==> config.mk <==
export PLATFORM = sky130hd
export DESIGN_NAME = fpga_cfg_controller
export DESIGN_NICKNAME = d
export VERILOG_FILES = /design/src/rtl/fpga_ctrl_pkg.sv /design/src/rtl/fpga_cfg_controller_cfg_shifter.sv /design/src/rtl/fpga_cfg_controller.sv
export SDC_FILE = /design/constraint.sdc
export NUM_CORES = 1
export LEC_CHECK = 0
export ABC_AREA = 1
export CORE_ASPECT_RATIO = 0.9
export CORE_MARGIN = 2
export CORE_UTILIZATION = 30
export CTS_CLUSTER_SIZE = 8
export DETAILED_ROUTE_END_ITERATION = 8
export MAX_ROUTING_LAYER = met4
export RECOVER_POWER = 100
export SYNTH_ARGS = -nofsm -noshare
export SYNTH_HDL_FRONTEND = slang
export SYNTH_SLANG_ARGS = --single-unit
==> constraint.sdc <==
create_clock -name i_mainclk -period 2 [get_ports i_mainclk]
set_input_delay 0.6 -clock i_mainclk [delete_from_list [all_inputs] [get_ports i_mainclk]]
set_output_delay 0.6 -clock i_mainclk [all_outputs]
set_load 0.02 [all_outputs]
Figure 1. Clock distribution.
(4 px per µm)
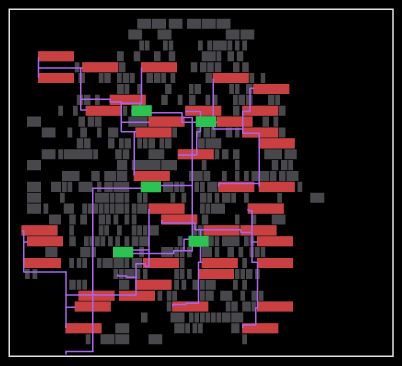
[flip-flops] red | count: 40
[clock wires] purple | length: 503 µm
[clock drivers] green | count: 5
routed clock nets	6
Clk Latency, worst-skew pair: 0.29 ns
clock skew: 0.00210 ns
clock power share: 0.334
Power Clock: 543 µW

Figure 2. Wires at chosen ports, followed through buffers.
(4 px per µm)
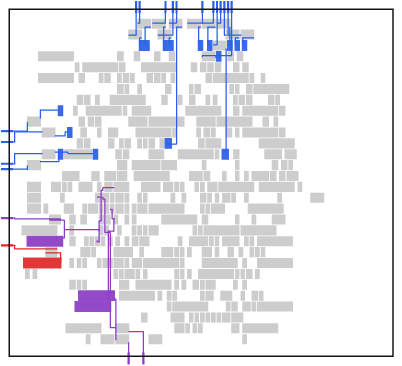
port	color	bits	direction	edge	end cells	buffers	wire
`o_busy`	red	1	output	left	1	1	18.2 µm
`i_cfg_data`	blue	16	input	12 top, 4 left	16	16	248 µm
`dbg_state`	purple	3	output	2 bottom, 1 left	3	3	132 µm
# port buffers: 29
IO Pins: 30

Figure 3. Clock wiring as the flow saved it.
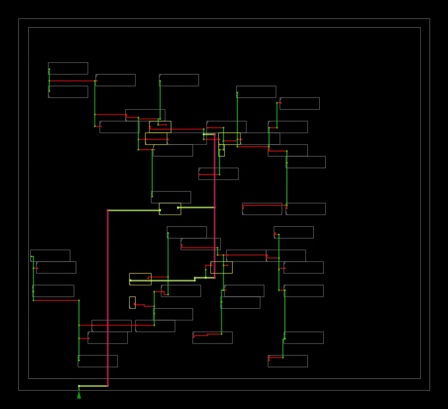
Clock Sinks: 40
Num CTS Buffers: 5
clock buffers: 8
flip-flops: 40

==> GITHUB_STEP_SUMMARY <==
### Metrics collected by this job

| Metric | Value |
|---|---|
| Chip height | 86.4 µm |
| Crit share post-route | 0.973 |
| Arr. time, crit path | 1.35 ns |
| CP max stage delay | 0.63 ns |
| Detailed Place HPWL | 3680 µm |
| Setup CP Type | flip-flop to output port |
| Internal power | 1240 µW |
| CP Max Fanout | 4 |
| WL final | 4680 µm |
| Setup violators final | 0 |
| Leakage | 0.00152 µW |
| Max transition margin | 0.251 |
| Die width | 95.5 µm |
| Pwr/cell area | 565 nW/µm² |
| Switching pwr | 392 µW |
| Post-synth EDFFs | 0 |
| First-pass GRT wire length | 8490 µm |
| Crit-path slowest cell | clkdlybuf4s50_1 |
| Mean Syn Cell Area | 7.37 µm² |
| Vias/cell | 4.46 |
| Number of antenna diodes | 0 |
| Highest-count logic cell in the final layout | nand2_1 |
| Seq pwr share | 0.539 |
| Outcome | completed |
| Grt ovf | 0 |
| DIE AREA | 8250 µm² |
| Cell count of the worst reg-to-reg path | 9 |
| Gr usage total | 0.133 |
| Switch share | 0.241 |
| CTS root buf | clkbuf_8 |
| DRC violations left | 0 |
| Post-Synth Simple-Gate Area | 0.331 |
| Max FFs per register | 15 |
| Hold Buf Count CTS | 0 |
| DR WL met2 | 2140 µm |
| Remaining antenna violation count | 0 |
| Drt wl/cell | 10.3 µm |
| M1 WL | 2360 µm |
| YS chip area | 2260 µm² |
| RD Place Congestion | 0.813 |
| Drt pass-1 iters | 4 |
| Initial antenna violation count | 0 |
| Critical path launch point type | flip-flop |
| CTS H-Tree Depth | 2 |
| Cells along the critical path | clkdlybuf4s50_1 |
| Total number of vias | 2022 |
| Combinational Power Share | 0.127 |
| Crit end category | output port |
| Adder Share, Synth | 0.0166 |
| Row cnt | 30 |
| Clock Tree Buf Depth | 2 |
| Hold WC Path Type | flip-flop to flip-flop |
| Seq share, synth | 0.443 |
| Met3 WL | 101 µm |
| Xor/xnor share | 0.0194 |
| Area growth from synthesis to layout | 27.4% |
| Reg area | 1000 µm² |
| Initial drt markers | 92 |
| Fin nets | 380 |
| RSZ-0062 raised after global routing | no |
| Postcts setup bufs | 0 |
| Max-Cap Viols | 0 |
| Syn Nets | 331 |
| Design area | 2880 µm² |
| Placed inst area | 2840 µm² |
| # fillers | 784 |
| Layout cells sized above 1 | 0.118 |
| Core area | 7430 µm² |
| CTS tree | done |
| Most common logic cells in the final layout | nand2_1, inv_1, nand3_1, dfrtp_1, nor2_1 |
| Largest delay share family, worst path | buffers and inverters |
| Post-synthesis instance area | 2260 µm² |
| Ys cells | 307 |
| R2r setup slk | 0.33 ns |
| Minimum clock period | 1.95 ns |
| Mux area share | 0 |
| Largest net degree at the start of global routing | 22 |
| Distinct cells, synth | 29 |
| Post_cts resized | 2 |
| Top logic family | simple AND/OR/NAND/NOR gates |
| Ys async rst share | 1.00 |
| Final Slew Violations | 0 |
| Number of global-route vias before repair | 1966 |
| Comb area | 997 µm² |
| Final Hold Fails | 0 |
| Hold WS | 0.455 ns |
| Worst-margin pin slew | 1.12 ns |
| Worst-path clk slew | 0.07 ns |
| Crit path buf inv count | 1 |
| Cell count after synthesis | 307 |
| Highest routed metal layer | met4 |
| Count of tool warnings | 27 |
| Hold path depth | 1 |
| VDD IR-drop max | 0.299 mV |
| Synth Warn # | 0 |
metal layers:
layer,up-vias,global-route usage
met5,-,-
met4,0,0.0455
met3,5,0.0217
met2,25,0.208
met1,939,0.176
li1,1053,-
through the flow:
step	utilization	setup TNS, ns	setup slack [ns]	total power (µW)	instances
2_1_floorplan	-	0	0.321	1010	307
3_3_place_gp	0.382	-0.0981	-0.0357	1100	445
3_5_place_dp	0.382	-0.747	-0.0585	1110	445
4_1_cts	0.394	0	0.0289	1660	453
5_1_grt	0.388	0	0.0128	1720	453
6_report	0.388	0	0.0538	1630	453
cells by family after synthesis:
kind of cell / Yosys count
AND-OR/OR-AND: 31
XOR/XNOR: 5
adder cells (fa/ha/maj): 3
buffers and inverters: 62
flip-flops: 40
AND/OR/NAND/NOR: 166
power groups by stage:
stage / registers [µW] / logic, µW / clock network [µW]
finish: 878 / 207 / 543
global route: 884 / 240 / 597
CTS: 877 / 219 / 564
detailed placement: 893 / 217 / 0
global placement: 892 / 213 / 0
floorplan: 893 / 113 / 0
cell type report:
class	instances	area share
clock buffer	8	0.0313
inverter	53	0.0690
multi-input combinational	205	0.346
timing repair buffer	51	0.164
sequential	40	0.348
tap	96	0.0417
cell usage after synthesis (3+ instances only):
cell type,count,area [µm²]
nor2_1,26,97.6
inv_1,50,188
dfrtp_1,39,976
nor3_2,4,40.0
nand3_1,41,205
nand2_1,81,304
xor2_1,4,35.0
buf_2,6,30.0
o21ai_1,17,85.1
nand4_1,4,25.0
ha_1,3,37.5
inv_2,3,11.3
o21ai_0,9,45.0
Power and IR drop assume default switching activity.
